**src/rtl/alu_stream_engine.sv**
```systemverilog
`default_nettype none
// ============================================================================
// Module      : alu_stream_engine
// Description : Streaming arithmetic engine. Commands enter an input FIFO,
//               are executed one at a time by a multi-cycle ALU
//               (ADD/SUB/MUL/DIV), and results leave through a first-word
//               fall-through output FIFO in strict command order.
//               Optional feature macro ALU_STREAM_ERR_EN adds a per-result
//               divide-by-zero flag (m_err).
// Revision    : 1.0 - initial release
// ============================================================================
module alu_stream_engine #(
    parameter int W          = 4,
    parameter int IN_DEPTH   = 8,
    parameter int OUT_DEPTH  = 8,
    parameter int MD_LATENCY = 3
) (
    input  logic                         clk,
    input  logic                         reset,
    input  logic                         s_valid,
    output logic                         s_ready,
    input  logic [2*W+1:0]               s_data,
    output logic                         m_valid,
    input  logic                         m_ready,
    output logic [2*W-1:0]               m_data,
`ifdef ALU_STREAM_ERR_EN
    output logic                         m_err,
`endif
    output logic [$clog2(IN_DEPTH):0]    in_count,
    output logic [$clog2(OUT_DEPTH):0]   out_count,
    output logic                         busy
);

    localparam int c_IN_AW  = $clog2(IN_DEPTH);
    localparam int c_OUT_AW = $clog2(OUT_DEPTH);
    localparam int c_CW     = $clog2(MD_LATENCY + 1);
`ifdef ALU_STREAM_ERR_EN
    localparam int c_OUT_DW = 2*W + 1;
`else
    localparam int c_OUT_DW = 2*W;
`endif
    localparam logic [c_IN_AW:0]  c_IN_FULL  = (c_IN_AW + 1)'(IN_DEPTH);
    localparam logic [c_OUT_AW:0] c_OUT_FULL = (c_OUT_AW + 1)'(OUT_DEPTH);
    localparam logic [c_CW-1:0]   c_MD_CNT   = c_CW'(MD_LATENCY - 1);

    typedef enum logic [0:0] {
        S_IDLE = 1'b0,
        S_EXEC = 1'b1
    } state_t;

    // ------------------------------------------------------------------
    // Input FIFO
    // ------------------------------------------------------------------
    logic [2*W+1:0]     r_in_mem [IN_DEPTH];
    logic [c_IN_AW-1:0] r_in_wr;
    logic [c_IN_AW-1:0] r_in_rd;
    logic [c_IN_AW:0]   r_in_count;
    logic               w_in_full;
    logic               w_in_empty;
    logic               w_in_push;
    logic               w_in_pop;
    logic [2*W+1:0]     w_in_head;

    // ------------------------------------------------------------------
    // Output FIFO
    // ------------------------------------------------------------------
    logic [c_OUT_DW-1:0] r_out_mem [OUT_DEPTH];
    logic [c_OUT_AW-1:0] r_out_wr;
    logic [c_OUT_AW-1:0] r_out_rd;
    logic [c_OUT_AW:0]   r_out_count;
    logic                w_out_full;
    logic                w_out_empty;
    logic                w_out_push;
    logic                w_out_pop;
    logic [c_OUT_DW-1:0] w_out_din;
    logic [c_OUT_DW-1:0] w_out_head;

    // ------------------------------------------------------------------
    // ALU state
    // ------------------------------------------------------------------
    state_t          r_state;
    logic [c_CW-1:0] r_cnt;
    logic [1:0]      r_op;
    logic [W-1:0]    r_a;
    logic [W-1:0]    r_b;
    logic [2*W-1:0]  w_result;
    logic [W-1:0]    w_quo;
    logic [W-1:0]    w_rem;
    logic [2*W-1:0]  w_a_ext;
    logic [2*W-1:0]  w_b_ext;
    logic            w_div_zero;

    assign w_in_full  = (r_in_count == c_IN_FULL);
    assign w_in_empty = (r_in_count == '0);
    assign w_out_full  = (r_out_count == c_OUT_FULL);
    assign w_out_empty = (r_out_count == '0);

    // s_ready is held low for as long as reset is asserted
    assign s_ready   = !reset && !w_in_full;
    assign w_in_push = s_valid && s_ready;
    assign w_in_head = r_in_mem[r_in_rd];

    // ALU takes a command only when it is idle and a result slot is free;
    // the out FIFO cannot shrink its free space afterwards, so the later push is safe.
    assign w_in_pop = (r_state == S_IDLE) && !w_in_empty && !w_out_full;

    assign m_valid    = !w_out_empty;
    assign w_out_pop  = m_valid && m_ready;
    assign w_out_push = (r_state == S_EXEC) && (r_cnt == '0);
    assign w_out_head = r_out_mem[r_out_rd];
    assign m_data     = w_out_empty ? '0 : w_out_head[2*W-1:0];
`ifdef ALU_STREAM_ERR_EN
    assign m_err      = w_out_empty ? 1'b0 : w_out_head[2*W];
    assign w_out_din  = {w_div_zero, w_result};
`else
    assign w_out_din  = w_result;
`endif

    assign in_count  = r_in_count;
    assign out_count = r_out_count;
    assign busy      = (r_state == S_EXEC);

    // Input FIFO storage write (no reset needed; occupancy guards reads)
    always_ff @(posedge clk) begin
        if (w_in_push) begin
            r_in_mem[r_in_wr] <= s_data;
        end
    end

    // Input FIFO pointers and occupancy; simultaneous push/pop leaves count unchanged
    always_ff @(posedge clk or posedge reset) begin
        if (reset) begin
            r_in_wr    <= '0;
            r_in_rd    <= '0;
            r_in_count <= '0;
        end else begin
            if (w_in_push) begin
                r_in_wr <= r_in_wr + 1'b1;
            end
            if (w_in_pop) begin
                r_in_rd <= r_in_rd + 1'b1;
            end
            if (w_in_push && !w_in_pop) begin
                r_in_count <= r_in_count + 1'b1;
            end else if (!w_in_push && w_in_pop) begin
                r_in_count <= r_in_count - 1'b1;
            end
        end
    end

    // Output FIFO storage write
    always_ff @(posedge clk) begin
        if (w_out_push) begin
            r_out_mem[r_out_wr] <= w_out_din;
        end
    end

    // Output FIFO pointers and occupancy
    always_ff @(posedge clk or posedge reset) begin
        if (reset) begin
            r_out_wr    <= '0;
            r_out_rd    <= '0;
            r_out_count <= '0;
        end else begin
            if (w_out_push) begin
                r_out_wr <= r_out_wr + 1'b1;
            end
            if (w_out_pop) begin
                r_out_rd <= r_out_rd + 1'b1;
            end
            if (w_out_push && !w_out_pop) begin
                r_out_count <= r_out_count + 1'b1;
            end else if (!w_out_push && w_out_pop) begin
                r_out_count <= r_out_count - 1'b1;
            end
        end
    end

    // ALU control: latch a command in IDLE, count down execute cycles in EXEC
    always_ff @(posedge clk or posedge reset) begin
        if (reset) begin
            r_state <= S_IDLE;
            r_cnt   <= '0;
            r_op    <= '0;
            r_a     <= '0;
            r_b     <= '0;
        end else begin
            case (r_state)
                S_IDLE: begin
                    if (w_in_pop) begin
                        r_op    <= w_in_head[2*W+1:2*W];
                        r_b     <= w_in_head[2*W-1:W];
                        r_a     <= w_in_head[W-1:0];
                        // op[1] set means MUL or DIV
                        r_cnt   <= w_in_head[2*W+1] ? c_MD_CNT : '0;
                        r_state <= S_EXEC;
                    end
                end
                S_EXEC: begin
                    if (r_cnt == '0) begin
                        r_state <= S_IDLE;
                    end else begin
                        r_cnt <= r_cnt - 1'b1;
                    end
                end
                default: r_state <= S_IDLE;
            endcase
        end
    end

    // Result datapath from the latched operands; divide by zero yields
    // an all-ones quotient and the dividend as remainder
    always_comb begin
        w_a_ext    = {{W{1'b0}}, r_a};
        w_b_ext    = {{W{1'b0}}, r_b};
        w_div_zero = (r_op == 2'd3) && (r_b == '0);
        w_quo      = (r_b == '0) ? '1  : (r_a / r_b);
        w_rem      = (r_b == '0) ? r_a : (r_a % r_b);
        w_result   = '0;
        case (r_op)
            2'd0:    w_result = w_a_ext + w_b_ext;
            2'd1:    w_result = w_a_ext - w_b_ext;
            2'd2:    w_result = w_a_ext * w_b_ext;
            default: w_result = {w_rem, w_quo};
        endcase
    end

endmodule
`default_nettype wire

```
**config.mk**
```make
export PLATFORM = sky130hd
export DESIGN_NAME = alu_stream_engine
export DESIGN_NICKNAME = d
export VERILOG_FILES = /design/src/rtl/alu_stream_engine.sv
export SDC_FILE = /design/constraint.sdc
export NUM_CORES = 1
export LEC_CHECK = 0
export CORE_MARGIN = 5
export CORE_UTILIZATION = 45
export DETAILED_ROUTE_END_ITERATION = 16
export PLACE_DENSITY_LB_ADDON = 0.25
export SYNTH_ARGS = -nofsm -noshare
export SYNTH_HDL_FRONTEND = slang
export SYNTH_SLANG_ARGS = --single-unit
```
**constraint.sdc**
```tcl
create_clock -name clk -period 12.5 [get_ports clk]
set_input_delay 1.25 -clock clk [delete_from_list [all_inputs] [get_ports clk]]
set_output_delay 1.25 -clock clk [all_outputs]
set_load 0.1 [all_outputs]
```
==> images/met1.png <==
(4 px per um) Supply wires on this layer in gray. Cells faint in the background.
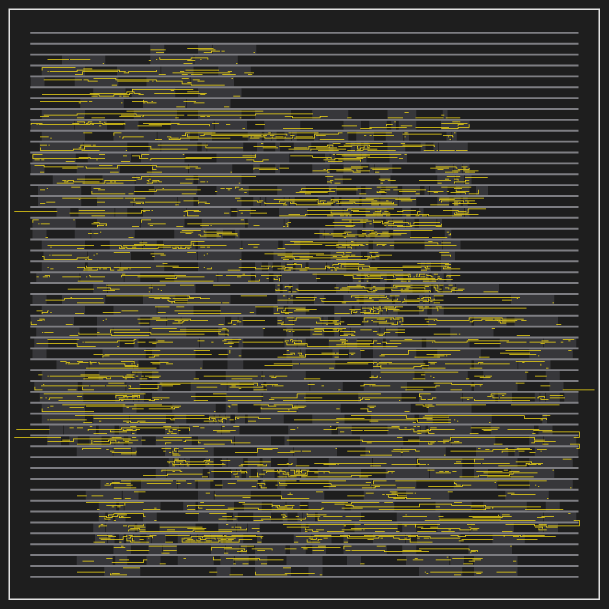
share of all routed wire: 44%
nets with wire on the layer: 616
wire length on this layer: 7180 um
longest straight run: 37.7 um
main direction: horizontal

==> images/final_placement.png <==
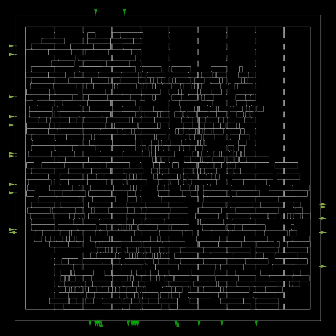
core area: 0.0186 mm2
Seq/total area: 53.5%
num rows: 50

==> images/drive_strength.png <==
(2 px per um)
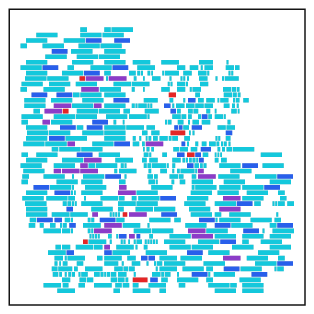
[blue] drive 2 | cells: 60
[purple] drive 6 and up | cells: 29
[cyan] drive 1 or less | cells: 508
[red] drive 3 to 4 | cells: 8

==> results_slide.txt <==
Flow Results at a Glance

Setup path
  – Critical Path End Type: flop

STA
  – Final setup violating endpoints: 0
  – RSZ-0062 raised after global routing: false
  – Final count of hold timing violations: 0

Clocking
  – Htree depth: 4
  – CTS-repair resized insts: 0
  – Clk_lat worst skew: 430 ps

Job
  – Tool warnings: 35

Detailed routing
  – Initial DRT Pass Iterations: 5

Die
  – DIE WIDTH: roughly 150 um
  – Top-level port count: 33

Finish
  – Area Growth Syn to Fin: 13.8%
  – Ant diodes: 0
  – Layout Cells excl Fill: ~840

Status
  – Status: finished, final reports clean

Synth
  – Main synth FF type: edfxtp_1
  – Yosys Instances: between 500 and 600
  – Yosys reg bits: 177
  – Area contributors post-synth: edfxtp_1, dfrtp_1, mux4_2
  – Cell Type Count: around 60
  – Cells after Synth: roughly 560

Global routing
  – Global-route wire length before repair: 26900 um
[worst max-delay path: stages, from the launching register on]
cell      delay, ps
dfrtp_1         560
inv_1           160
ha_1            230
a21oi_2         170
a21oi_1          80
ha_1            330
o21a_1          150
o21a_1          230
mux2i_1         430
ha_1            340
o21a_1          150
o311a_4         360
mux2i_1         350
ha_1            320
a211oi_1        300
o21ai_0         190
nor3_1          220
a21oi_2          80
a311oi_1        660
[path summary, 6_finish.rpt]
| path | startpoint | end | slack [ps] | depth (start not counted) |
|---|---|---|---|---|
| hold / removal | r_cnt[0]$_DFFE_PP0P_ | r_cnt[0]$_DFFE_PP0P_ | 510 | 1 |
| max in group asynchronous | reset | out_count[3]$_DFFE_PP0P_ | 10730 | 3 |
| setup reg to reg | r_b[0]$_DFFE_PP0P_ | r_out_mem[6][6]$_DFFE_PP_ | 6860 | 18 |
| min in group asynchronous | reset | in_count[1]$_DFFE_PP0P_ | 1120 | 2 |
| setup / recovery | r_b[0]$_DFFE_PP0P_ | r_out_mem[6][6]$_DFFE_PP_ | 6860 | 18 |
| hold reg to reg | r_cnt[0]$_DFFE_PP0P_ | r_cnt[0]$_DFFE_PP0P_ | 510 | 1 |
[cell usage after synthesis (4+ instances only)]
master,instances
edfxtp_1,144
ha_1,45
nand2_1,38
mux4_2,36
nor2_1,36
dfrtp_1,33
inv_1,33
o21ai_0,24
mux2i_1,21
xnor2_1,16
a21oi_1,13
fa_1,9
nand2b_1,8
nor3_1,8
mux2_2,7
buf_2,6
xor2_1,6
a21o_1,5
clkbuf_1,5
nand3_1,4
o21a_1,4
o221ai_1,4
or2_2,4
[final cells by class]
| cell class | count | area [um2] |
|---|---|---|
| sequential | 177 | 5150 |
| inverter | 33 | 124 |
| fill | 1561 | 9010 |
| clock buffer | 18 | 429 |
| multi-input combinational | 329 | 3120 |
| clock inverter | 14 | 180 |
| tap | 234 | 293 |
| timing repair buffer | 34 | 335 |
[stage by stage]
step / util [%]
2_1_floorplan: -
3_3_place_gp: 48.4
3_5_place_dp: 48.4
4_1_cts: 51.7
5_1_grt: 51.7
6_report: 51.7
[layer usage]
layer  share of wire, %  wire, um  up-vias
li1                   -         -     2177
met1                 44      7180     2333
met2                 51      8270       84
met3                3.4       560       20
met4                1.5       244        0
met5                  0         0        -
[logic make-up (layout without fill, tap and decap cells)]
family / after synthesis / after routing / synth area share (%)
DFF: 177 / 177 / 60.8
and+or+nand+nor: 117 / 117 / 6.76
muxes: 64 / 64 / 13.0
adders and majority gates: 54 / 54 / 8.78
xor gates and xnor gates: 22 / 22 / 2.28
AOI/OAI and AO/OA: 72 / 72 / 5.81
buffers and inverters: 51 / 99 / 2.54
[sequential cells by signal, indices dropped and copies added (netlist names)]
register,flops
r_in_mem,80
busy,1
r_op,2
r_a,4
r_in_wr,3
in_count,4
r_cnt,2
r_in_rd,3
r_out_rd,3
r_out_mem,64
r_b,4
out_count,4
r_out_wr,3
